**Register map, names as in the netlist**

Bar = 20 um. Other sequential cells in the stronger gray, the rest of the logic in the fainter gray.
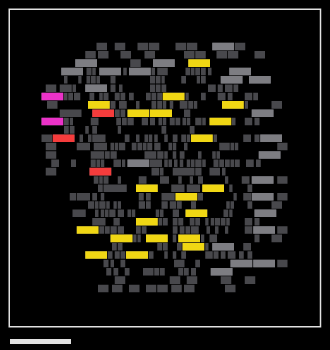
**Logic cells by family**

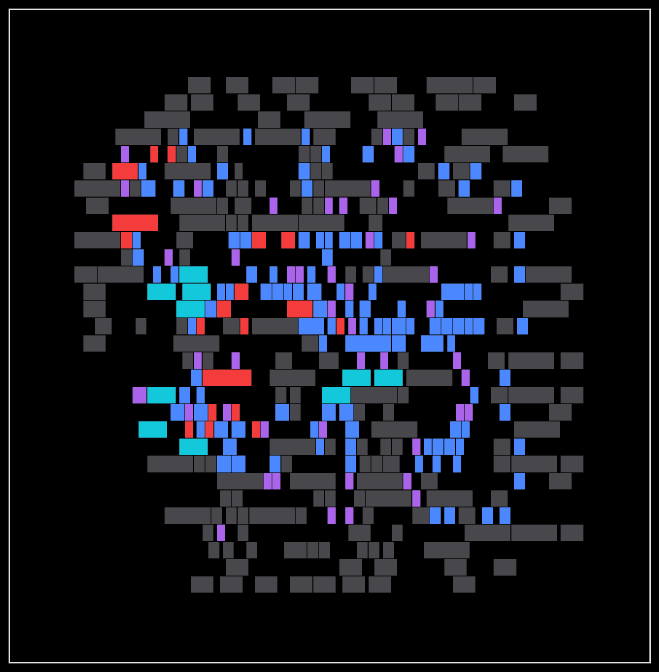
### config.mk
export PLATFORM = sky130hd
export DESIGN_NAME = bcd_rounding
export DESIGN_NICKNAME = d
export VERILOG_FILES = /design/src/rtl/bcd_pkg.sv /design/src/rtl/bcd_digit_inc.sv /design/src/rtl/bcd_rounding.sv
export SDC_FILE = /design/constraint.sdc
export NUM_CORES = 1
export LEC_CHECK = 0
export ABC_AREA = 1
export CORE_AREA = 10 10 91 93
export CTS_BUF_LIST = sky130_fd_sc_hd__clkbuf_4
export CTS_CLUSTER_SIZE = 24
export DETAILED_ROUTE_END_ITERATION = 8
export DIE_AREA = 0 0 101 103
export PLACE_DENSITY = 0.59
export SETUP_SLACK_MARGIN = 0.15
export SLEW_MARGIN = 20
export SYNTH_ARGS = -nofsm -noshare
export SYNTH_HDL_FRONTEND = slang
export SYNTH_SLANG_ARGS = --single-unit
### constraint.sdc
create_clock -name clk -period 5.3 [get_ports clk]
set_clock_uncertainty 0.05 [all_clocks]
set_input_delay 1.59 -clock clk [delete_from_list [all_inputs] [get_ports clk]]
set_output_delay 1.59 -clock clk [all_outputs]
set_load 0.02 [all_outputs]
### src/rtl/bcd_pkg.sv
// Shared constants and FSM state type for the BCD rounding block.
package bcd_pkg;
    localparam int BCD_DIGIT_W = 4;
    localparam logic [BCD_DIGIT_W-1:0] BCD_ROUND_THRESH = 4'd5;

    typedef enum logic [1:0] {
        IDLE  = 2'd0,
        CARRY = 2'd1,
        DONE  = 2'd2
    } state_t;
endpackage

### src/rtl/bcd_digit_inc.sv
// Single BCD digit conditional increment; digits 9..15 with carry-in wrap to 0 and carry out.
import bcd_pkg::*;

module bcd_digit_inc (
    input  logic [BCD_DIGIT_W-1:0] digit,
    input  logic                   cin,
    output logic [BCD_DIGIT_W-1:0] digit_o,
    output logic                   cout
);
    always_comb begin
        digit_o = digit;
        cout    = 1'b0;
        if (cin) begin
            if (digit >= 4'd9) begin
                digit_o = '0;
                cout    = 1'b1;
            end else begin
                digit_o = digit + 4'd1;
            end
        end
    end
endmodule

### src/rtl/bcd_rounding.sv
// Rounds packed BCD to one fewer digit (half-up), rippling the carry one digit per clock.
// Build option BCD_ROUND_SAT_EN: overflow saturates to all 9s instead of wrapping to 0.
//
// state | meaning
// IDLE  | waiting for start; latches upper digits and the round-up carry
// CARRY | applies carry to digit idx_q, one digit per cycle
// DONE  | loads BCD_out (overflow adjusted) and raises done on the next cycle
import bcd_pkg::*;

module bcd_rounding #(
    parameter int DIGITS_IN = 6
) (
    input  logic                                 clk,
    input  logic                                 rst,
    input  logic                                 start,
    input  logic [BCD_DIGIT_W*DIGITS_IN-1:0]     BCD_in,
    output logic [BCD_DIGIT_W*(DIGITS_IN-1)-1:0] BCD_out,
    output logic                                 done
);
    localparam int OUT_W = BCD_DIGIT_W * (DIGITS_IN - 1);
    localparam int IDX_W = $clog2(DIGITS_IN);
    localparam logic [IDX_W-1:0] LAST_IDX = IDX_W'(DIGITS_IN - 2);

`ifdef BCD_ROUND_SAT_EN
    localparam logic [OUT_W-1:0] OVF_VAL = {(DIGITS_IN-1){4'h9}};
`else
    localparam logic [OUT_W-1:0] OVF_VAL = '0;
`endif

    state_t                   state_q, state_d;
    logic [OUT_W-1:0]         work_q;
    logic                     carry_q;
    logic [IDX_W-1:0]         idx_q;
    logic                     start_ok;
    logic [BCD_DIGIT_W-1:0]   cur_digit;
    logic [BCD_DIGIT_W-1:0]   new_digit;
    logic                     new_carry;

    assign cur_digit = work_q[int'(idx_q)*BCD_DIGIT_W +: BCD_DIGIT_W];

    bcd_digit_inc u_inc (
        .digit   (cur_digit),
        .cin     (carry_q),
        .digit_o (new_digit),
        .cout    (new_carry)
    );

    // done is high during the first IDLE cycle after DONE; a start there is dropped.
    always_comb begin
        state_d  = state_q;
        start_ok = 1'b0;
        case (state_q)
            IDLE: begin
                if (start && !done) begin
                    start_ok = 1'b1;
                    state_d  = CARRY;
                end
            end
            CARRY: begin
                if (idx_q == LAST_IDX) begin
                    state_d = DONE;
                end
            end
            DONE:    state_d = IDLE;
            default: state_d = IDLE;
        endcase
    end

    always_ff @(posedge clk) begin
        if (rst) begin
            state_q <= IDLE;
            work_q  <= '0;
            carry_q <= 1'b0;
            idx_q   <= '0;
            BCD_out <= '0;
            done    <= 1'b0;
        end else begin
            state_q <= state_d;
            done    <= 1'b0;
            case (state_q)
                IDLE: begin
                    if (start_ok) begin
                        work_q  <= BCD_in[BCD_DIGIT_W*DIGITS_IN-1:BCD_DIGIT_W];
                        carry_q <= (BCD_in[BCD_DIGIT_W-1:0] >= BCD_ROUND_THRESH);
                        idx_q   <= '0;
                    end
                end
                CARRY: begin
                    work_q[int'(idx_q)*BCD_DIGIT_W +: BCD_DIGIT_W] <= new_digit;
                    carry_q <= new_carry;
                    idx_q   <= idx_q + IDX_W'(1);
                end
                DONE: begin
                    BCD_out <= carry_q ? OVF_VAL : work_q;
                    done    <= 1'b1;
                end
                default: ;
            endcase
        end
    end
endmodule

==> flow_summary.toml <==
# generated from flow reports
[layout]
largest_class = "multi-input combinational cells"
final_nets = 415
clk_share_pct = 1.520

[clock_tree]
cts_tree = "done"
clock_tree.root_cell = "clkbuf_4"
postCtsSetupRepairBufs = 0
ctsHoldBuffers = 0

[setup_path]
path_depth = 4
cp_num_buf_inv = 2
cp_cell_sequence = "clkdlybuf4s50_1 > inv_1 > o21ai_0 > a21oi_1"
crit_start = "rst"
cpPeakStageDelay_ns = 0.82

[route]
drt_pass1_iterations = 4

[grt]
grt_overflow_total = 0
grt_max_degree = 34
grtUsageTotal_pct = 13.40
antenna_found_initial = 0
grt_pass1_wl_mm = 11.38

[synthesis]
ys_sh_simple_pct = 27.73
synth_cells = 338
ys_seq_share_pct = 37.51

[status]
status = "complete, no violations"

[power_and_ir_drop]
p_clk_share_pct = 22.9
power_density_mw_per_mm2 = 232.3
total_power_uw = 707.5

[flow_run]
warnings = 33

[final_timing]
worst_pin_slew_ns = 0.9346
hold_viol_final = 0
fin_crit_ns = 3.297
## Picture notes: 'register map, names as in the netlist'
- yellow: work_q (placed flops 20)
- red: idx_q (placed flops 3)
- magenta: state_q (placed flops 2)
- not colored: 22
Post-Route Utilization: 46.36%
Seq. cell area: 940.9 um2
flop share of the area: 30.90%
sequential power: 387 uW

## Picture notes: 'logic cells by family'
- purple: inv cells (cells 46)
- cyan: fa/ha/maj cells (cells 10)
- blue: nand cells (cells 113)
- red: nor cells (cells 20)
Commonest Layout Cell: nand3_1
post-route insts no fill: 458
Comb/total area: 43.10%

## worst reg2reg max path, delay by kind of cell (launching register included)
family / cells / cell delay, ns
fa+ha+maj: 2 / 0.66
buf+inv: 2 / 0.38
compound gates: 2 / 0.23
simple gates: 3 / 0.64
flops: 1 / 0.77
## layer usage
metal | part of all wire [%] | GRT usage [%] | vias up
met5 | 0 | 0 | -
met4 | 2.3 | 5.145 | 0
met3 | 5.7 | 2.011 | 11
met2 | 48 | 22.16 | 70
met1 | 44 | 17.15 | 1100
li1 | - | - | 1231
## Yosys cell counts, drive strengths merged
master  count
nor4        1
o31ai      15
a211oi      1
a31oi       2
buf         5
dfxtp      47
nand3b      1
nor3        1
o21a        2
nand4      12
nand2      50
ha         10
clkbuf      9
inv        46
o21ai      24
a21oi      44
nand3      50
nor2       18
No activity file was given, so power comes from the tool's default toggle rates.
